==> images/pdn.png <==
The bar under the picture is 20 µm long. Pins as bars on the die edge. Tap cells in gray.
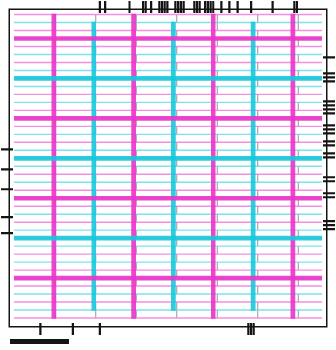
==> images/cell_classes.png <==
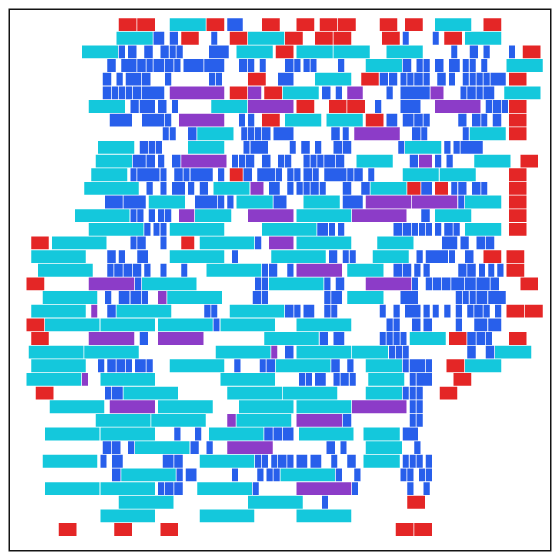
==> images/clock_map.png <==
The bar under the picture is 20 µm long.
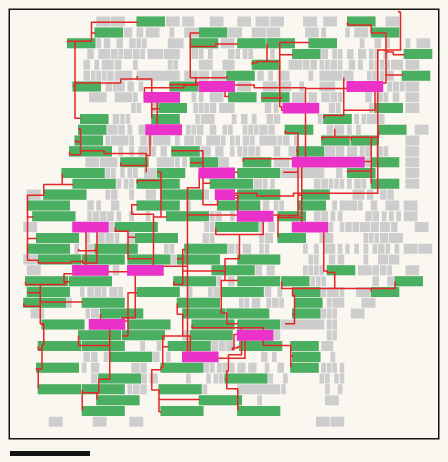
==> images/metal_stack.png <==
The bar under the picture is 20 µm long. Two of the layers only.
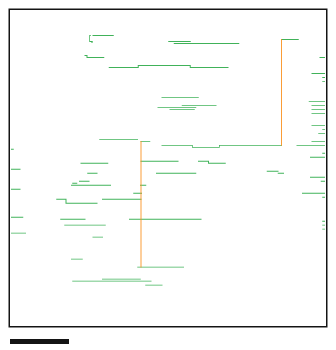
==> images/final_clocks.png <==
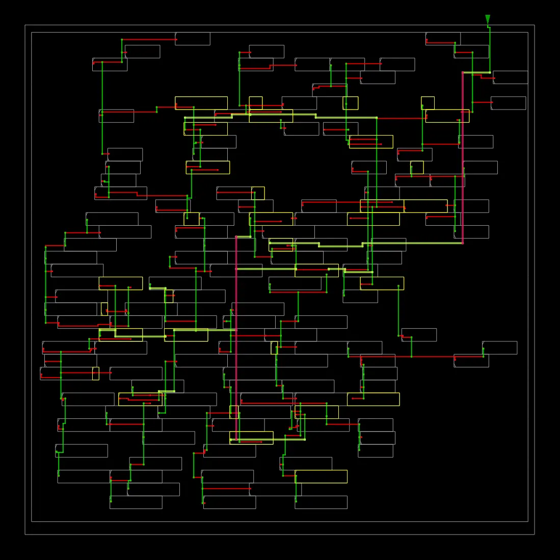
$ cat src/rtl/fifo_monitor.sv
// fifo_monitor: shadow reference model of a single-clock FIFO that checks the
// DUT's flags and read data pin-by-pin and reports errors as sticky flags,
// one-cycle pulses and saturating counters.
module fifo_monitor #(
  parameter int FIFO_DEPTH = 8,
  parameter int FIFO_WIDTH = 8,
  parameter int RD_LATENCY = 1,
  parameter int ERR_CNT_W  = 8,
  localparam int CW        = $clog2(FIFO_DEPTH + 1)
) (
  input  logic                  clk,
  input  logic                  rst,
  input  logic                  fifo_write,
  input  logic                  fifo_read,
  input  logic [FIFO_WIDTH-1:0] fifo_data_in,
  input  logic [FIFO_WIDTH-1:0] fifo_data_out,
  input  logic                  fifo_full,
  input  logic                  fifo_empty,
  input  logic                  clear,
  output logic [4:0]            err_flags,
  output logic [4:0]            err_pulse,
  output logic [ERR_CNT_W-1:0]  wof_cnt,
  output logic [ERR_CNT_W-1:0]  roe_cnt,
  output logic [ERR_CNT_W-1:0]  data_err_cnt,
  output logic [CW-1:0]         model_count
);

  localparam int PW = $clog2(FIFO_DEPTH);
  localparam logic [CW-1:0] DEPTH_C  = CW'(FIFO_DEPTH);
  localparam logic [PW-1:0] LAST_PTR = PW'(FIFO_DEPTH - 1);

  logic [FIFO_WIDTH-1:0] mem [FIFO_DEPTH];
  logic [PW-1:0]         wr_ptr;
  logic [PW-1:0]         rd_ptr;
  logic                  wr_acc;
  logic                  rd_acc;
  logic [FIFO_WIDTH-1:0] exp_data_p0;
  logic [FIFO_WIDTH-1:0] exp_data_p1;
  logic                  vld_p1;
  logic [4:0]            ev;

  // Saturating event counter; a same-cycle event beats clear and reads as 1.
  function automatic logic [ERR_CNT_W-1:0] sat_cnt(input logic [ERR_CNT_W-1:0] cur,
                                                   input logic hit,
                                                   input logic clr);
    logic [ERR_CNT_W-1:0] nxt;
    if (hit) begin
      if (clr)       nxt = ERR_CNT_W'(1);
      else if (&cur) nxt = cur;
      else           nxt = cur + 1'b1;
    end else begin
      nxt = clr ? '0 : cur;
    end
    return nxt;
  endfunction

  // Pointer advance with wrap at the last entry (depth need not be a power of two).
  function automatic logic [PW-1:0] ptr_inc(input logic [PW-1:0] p);
    return (p == LAST_PTR) ? '0 : p + 1'b1;
  endfunction

  // Acceptance from the model occupancy only, and the per-cycle event checks.
  always_comb begin
    wr_acc      = fifo_write && (model_count < DEPTH_C);
    rd_acc      = fifo_read && (model_count != '0);
    exp_data_p0 = mem[rd_ptr];
    ev          = '0;
    ev[0]       = fifo_empty != (model_count == '0);
    ev[1]       = fifo_full != (model_count == DEPTH_C);
    ev[2]       = fifo_write && (model_count == DEPTH_C);
    ev[3]       = fifo_read && (model_count == '0);
    if (RD_LATENCY == 0) ev[4] = rd_acc && (fifo_data_out != exp_data_p0);
    else                 ev[4] = vld_p1 && (fifo_data_out != exp_data_p1);
  end

  // Model storage: data only, no reset needed.
  always_ff @(posedge clk) begin
    if (wr_acc) mem[wr_ptr] <= fifo_data_in;
  end

  // Model pointers and occupancy.
  always_ff @(posedge clk) begin
    if (rst) begin
      wr_ptr      <= '0;
      rd_ptr      <= '0;
      model_count <= '0;
    end else begin
      if (wr_acc) wr_ptr <= ptr_inc(wr_ptr);
      if (rd_acc) rd_ptr <= ptr_inc(rd_ptr);
      case ({wr_acc, rd_acc})
        2'b10:   model_count <= model_count + 1'b1;
        2'b01:   model_count <= model_count - 1'b1;
        default: model_count <= model_count;
      endcase
    end
  end

  // ---- p0 -> p1: expected word held for the delayed-data compare ----
  // Expected read word; data path carries no reset.
  always_ff @(posedge clk) begin
    exp_data_p1 <= exp_data_p0;
  end

  // Pending-compare valid; reset drops any compare still in flight.
  always_ff @(posedge clk) begin
    if (rst) vld_p1 <= 1'b0;
    else     vld_p1 <= rd_acc;
  end

  // Registered error reporting: pulses, sticky flags and saturating counters.
  always_ff @(posedge clk) begin
    if (rst) begin
      err_pulse    <= '0;
      err_flags    <= '0;
      wof_cnt      <= '0;
      roe_cnt      <= '0;
      data_err_cnt <= '0;
    end else begin
      err_pulse    <= ev;
      err_flags    <= clear ? ev : (err_flags | ev);
      wof_cnt      <= sat_cnt(wof_cnt, ev[2], clear);
      roe_cnt      <= sat_cnt(roe_cnt, ev[3], clear);
      data_err_cnt <= sat_cnt(data_err_cnt, ev[4], clear);
    end
  end

endmodule

$ cat config.mk
export PLATFORM = sky130hd
export DESIGN_NAME = fifo_monitor
export DESIGN_NICKNAME = d
export VERILOG_FILES = /design/src/rtl/fifo_monitor.sv
export SDC_FILE = /design/constraint.sdc
export NUM_CORES = 1
export LEC_CHECK = 0
export ABC_AREA = 1
export CAP_MARGIN = 20
export CORE_UTILIZATION = 45
export DETAILED_ROUTE_END_ITERATION = 16
export PLACE_DENSITY = 0.67
export SYNTH_ARGS = -nofsm -noshare
export SYNTH_HDL_FRONTEND = slang
export SYNTH_SLANG_ARGS = --single-unit
$ cat constraint.sdc
create_clock -name clk -period 3.07 [get_ports clk]
set_clock_uncertainty 0.2 [all_clocks]
set_input_delay 0.307 -clock clk [delete_from_list [all_inputs] [get_ports clk]]
set_output_delay 0.307 -clock clk [all_outputs]
set_load 0.02 [all_outputs]
==> design notes <==
For the clock network fraction of design power, the log shows 0.392. The area share of xor/xnor cells in the synthesized design works out to 0.0157. The iteration count recorded for the first detailed-route pass is 5. Traced cell by cell, the critical path runs through nor2_2, nand2_2, nor2_4, inv_1, nand2_1, inv_1, ha_1, xor2_1, ha_1, a21oi_1, xnor2_1, o21ai_0, inv_1. The share of final layout cell area taken by non-clock buffers was 0.0993; the number of standard cells in the layout, taps in and fillers out was 753.

For the worst setup path, the data arrival time is 2610 ps. After synthesis, the netlist uses 36 different library cells. The script extracted a net switching power of 1.51 mW. For the pin with the worst max-slew slack, the measured transition is 882 ps.

For the footprint of the multi-input gates, the log shows 1750 µm². The floorplan report gives the top-level pin count as 61. Using the TritonRoute via totals, the vias-per-cell ratio works out to 5.09. The main combinational cell family by area after synthesis is simple AND/OR/NAND/NOR gates. The ratio of cells with drive above 1 in the final layout is 0.0865, and the buffers plus inverters on the worst setup path is 3.

For this block, the routed nets add up to 10300 µm of wire. Setup repair after global routing left no endpoint under its margin. The flow ran to the end, and the final reports show no timing, DRC or antenna violations. Before any placement, the netlist area is recorded as 5020 µm². In this run the critical register-to-register path is launched from model_count[0].

STA puts the critical path data required time at 3280 ps. The sequential cell area fraction in the yosys report came out at 0.594. The post-detailed-route wirelength per cell is 13.6 µm, and the final-layout setup total negative slack is 0 ps.

The worst hold path terminates at err_flags[4]. Note, the detailed placer reported a final HPWL of 7160 µm. The number of cells on the worst reg-to-reg path is 13. Yosys mapped a number of flops with a built-in enable equal to 64.

After layout, the buffer instance count without clock buffers stands at 64. The number of flip-flops under the largest register name is 64, and the number of gates on the worst path with buffers counted is 13.
## Picture notes: pdn.png
magenta -> VSS
cyan -> VDD
tap cells = 140
met5 straps = 7

## Picture notes: cell_classes.png
red -> other buffers and delay cells  # cells 64, share of their area 10%
cyan -> flip-flops  # cells 117, share of their area 48%
purple -> clock drivers and dummy loads  # cells 32, share of their area 9.8%
blue -> all other logic  # cells 400, share of their area 32%

## Picture notes: clock_map.png
green -> flip-flops  # count 117
red -> clock wires  # length 1390 µm
magenta -> cells driving clock nets  # count 17
flops lie = all over the die

## Picture notes: metal_stack.png
orange -> met4  # wire length 78.9 µm
green -> met3  # wire length 500 µm

## Picture notes: final_clocks.png
clock latency on the worst-skew pair: 510 ps
count of clock-net buffers in the final layout: 19
sinks on the clock net: 117
total clock buffers created by CTS: 17
power in the clock group: 2.00 mW

Power is estimated from default activity; no workload was simulated.
